==> images/m1.png <==
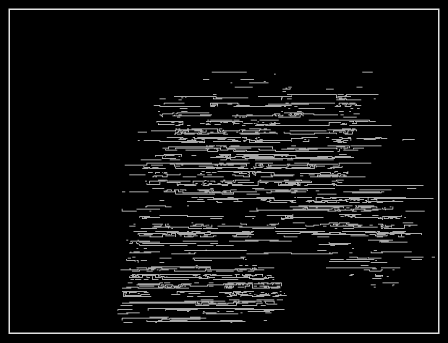
==> images/m2.png <==
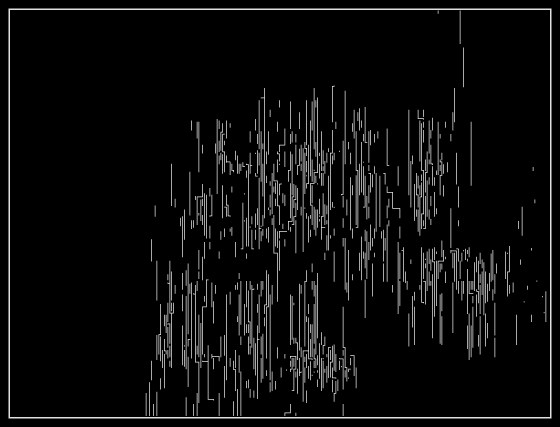
==> images/m3.png <==
The bar under the picture is 50 um long. Cells faint in the background.
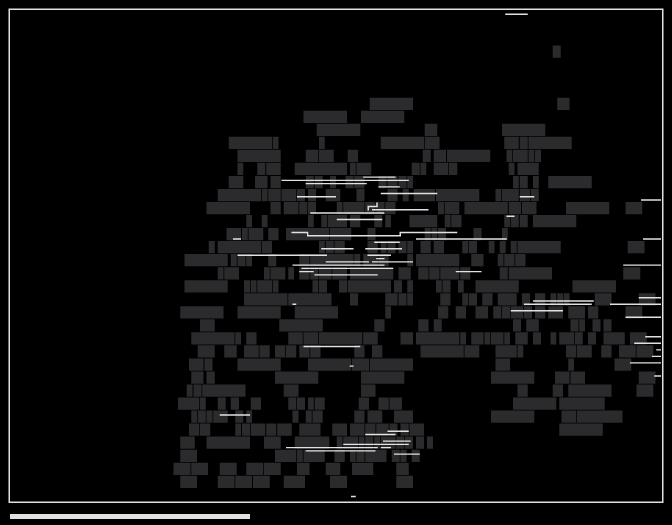
Design parking_meter, sky130hd; sources not shown.
==> results.yml <==
# synthesis and place-and-route metrics
run_status:
  status: "finished, final reports clean"
final_timing:
  tns_ps: 0
  rsz0062_at_grt: "no"
  maxSlewHeadroom_pct: 46.3
  max_freq_ghz: 0.246
  post-route-period-util_pct: 76.7
  final-setup-viol-count: 0
  holdWs_ps: 439
global_routing:
  grt_pass1_vias: 2545
  grt_use_total_pct: 11.9
  antenna_found_initial: 0
  grt_overflow_total: 0
layout:
  syn2layout_area_growth_pct: 20.0
  antenna_cells: 0
  largest_reg_flops: 26
  finalNetCount: 401
  final_cell_area_sq_mm: 0.00372
  layout_top_cell: "dfrtp_1"
synth:
  yosys.area_share.aoi_pct: 21.0
  top_area_cell: "dfrtp_1"
  synth_seq_share_pct: 38.8
  ys_warn_count: 0
  synth-edff-count: 0
  synth.area.top_cells: "dfrtp_1, o21ai_0, nand2_1, nor2_1, ha_1"
  muxShareOfSynthArea_pct: 0.363
  yosys-stat-cells: 358
  synth-seq-cells: 48
  synth_nets: 377
  ys_async_sr_fraction_pct: 100
  topCombFamilyByArea: "simple AND/OR/NAND/NOR gates"
  ys_sh_adder_pct: 4.68
route:
  via_per_inst: 5.19
  route.detailed.drc: 0
  drtAntennaViolNets: 0
floorplanning:
  rows: 36
  die_w_um: 136
  io_pins: 28
  chipHeight_um: 103
setup_path:
  cp.depth: 8
  critical_path.max_fanout: 18
  slowest_delay_ps: 890
  ff2ff_setup_slack_ps: 2170
  reg2reg_depth: 10
  startpoint_type: "primary input"
  cp_num_buf_inv: 2
  end_kind: "flip-flop"
clock_tree:
  cts_setup_buffers: 0
  cts_sinks: 48
  clock_path_buffers: 2
  clk_pin_slew_worst_paths_ps: 70
  cts_tree: "done"
  ctsHoldBuffers: 0
  cts_max_level: 2
  cts_made_buffers: 5
pwr:
  p_per_area_mw_per_mm2: 405
  power_mw: 1.51
  leakage_nw: 1.66
job:
  warnings: 27
  cap_violations: 0
worst_hold_path:
  hold_class: "reg2reg"
-- m1.png (at the start) --
- share of all routed wire: 51%
- nets with wire on the layer: 362
- main direction: horizontal
met1 GRT Util: 18.7%
vias: 2873
total wire length: 7930 um

-- m2.png (at the start) --
- nets with wire on the layer: 336
- share of all routed wire: 42%
- longest straight run: 32.6 um
- wire length on this layer: 3300 um
- main direction: vertical
met2 Usage GRT: 16.3%

-- m3.png (at the start) --
- share of all routed wire: 5.9%
- nets with wire on the layer: 48
- main direction: horizontal
met3 Usage GRT: 1.52%

[layout make-up]
type                    count  area, sq um
clock buffers               5          125
clock inverters             3         42.5
fillers                  1364         9340
inverters                  13         48.8
multi-input cells         284         1800
flip-flops and latches     48         1200
well taps                 171          214
repair buffers             30          288
[synthesized netlist by cell type (4+ instances only)]
cell,count
a21oi_1,14
dfrtp_1,46
nor3_1,15
nand4_1,7
or3_1,4
nand2b_1,4
o2111ai_1,4
xor2_1,12
nor2_1,34
o211ai_1,4
a21o_1,4
o21ai_0,27
a211o_1,11
nor4_1,13
ha_1,10
a22o_1,4
nand3_1,11
inv_1,13
nor2b_1,5
and3_1,11
nand2_1,35
clkbuf_1,12
a31oi_1,4
[metal layers]
layer / vias up / global-route usage, % / part of all wire, %
met5: - / 0 / 0
met4: 0 / 3.76 / 1.1
met3: 6 / 1.52 / 5.9
met2: 103 / 16.3 / 42
met1: 1377 / 18.7 / 51
li1: 1387 / - / -
[per-stage QoR]
step / utilization [%] / worst slack [ps]
after floorplan: - / 1860
after global placement: 27.2 / 1130
after detailed placement: 27.2 / 1040
after CTS: 28.5 / 1310
after global routing: 28.5 / 1040
final: 28.5 / 1240
[where the power goes]
| group | total [mW] | internal (mW) | switching [mW] | leakage (nW) |
|---|---|---|---|---|
| clock | 0.361 | 0.222 | 0.139 | 0.0798 |
| combinational | 0.633 | 0.222 | 0.411 | 0.933 |
| sequential | 0.514 | 0.429 | 0.0845 | 0.649 |
Power and IR drop assume default switching activity.
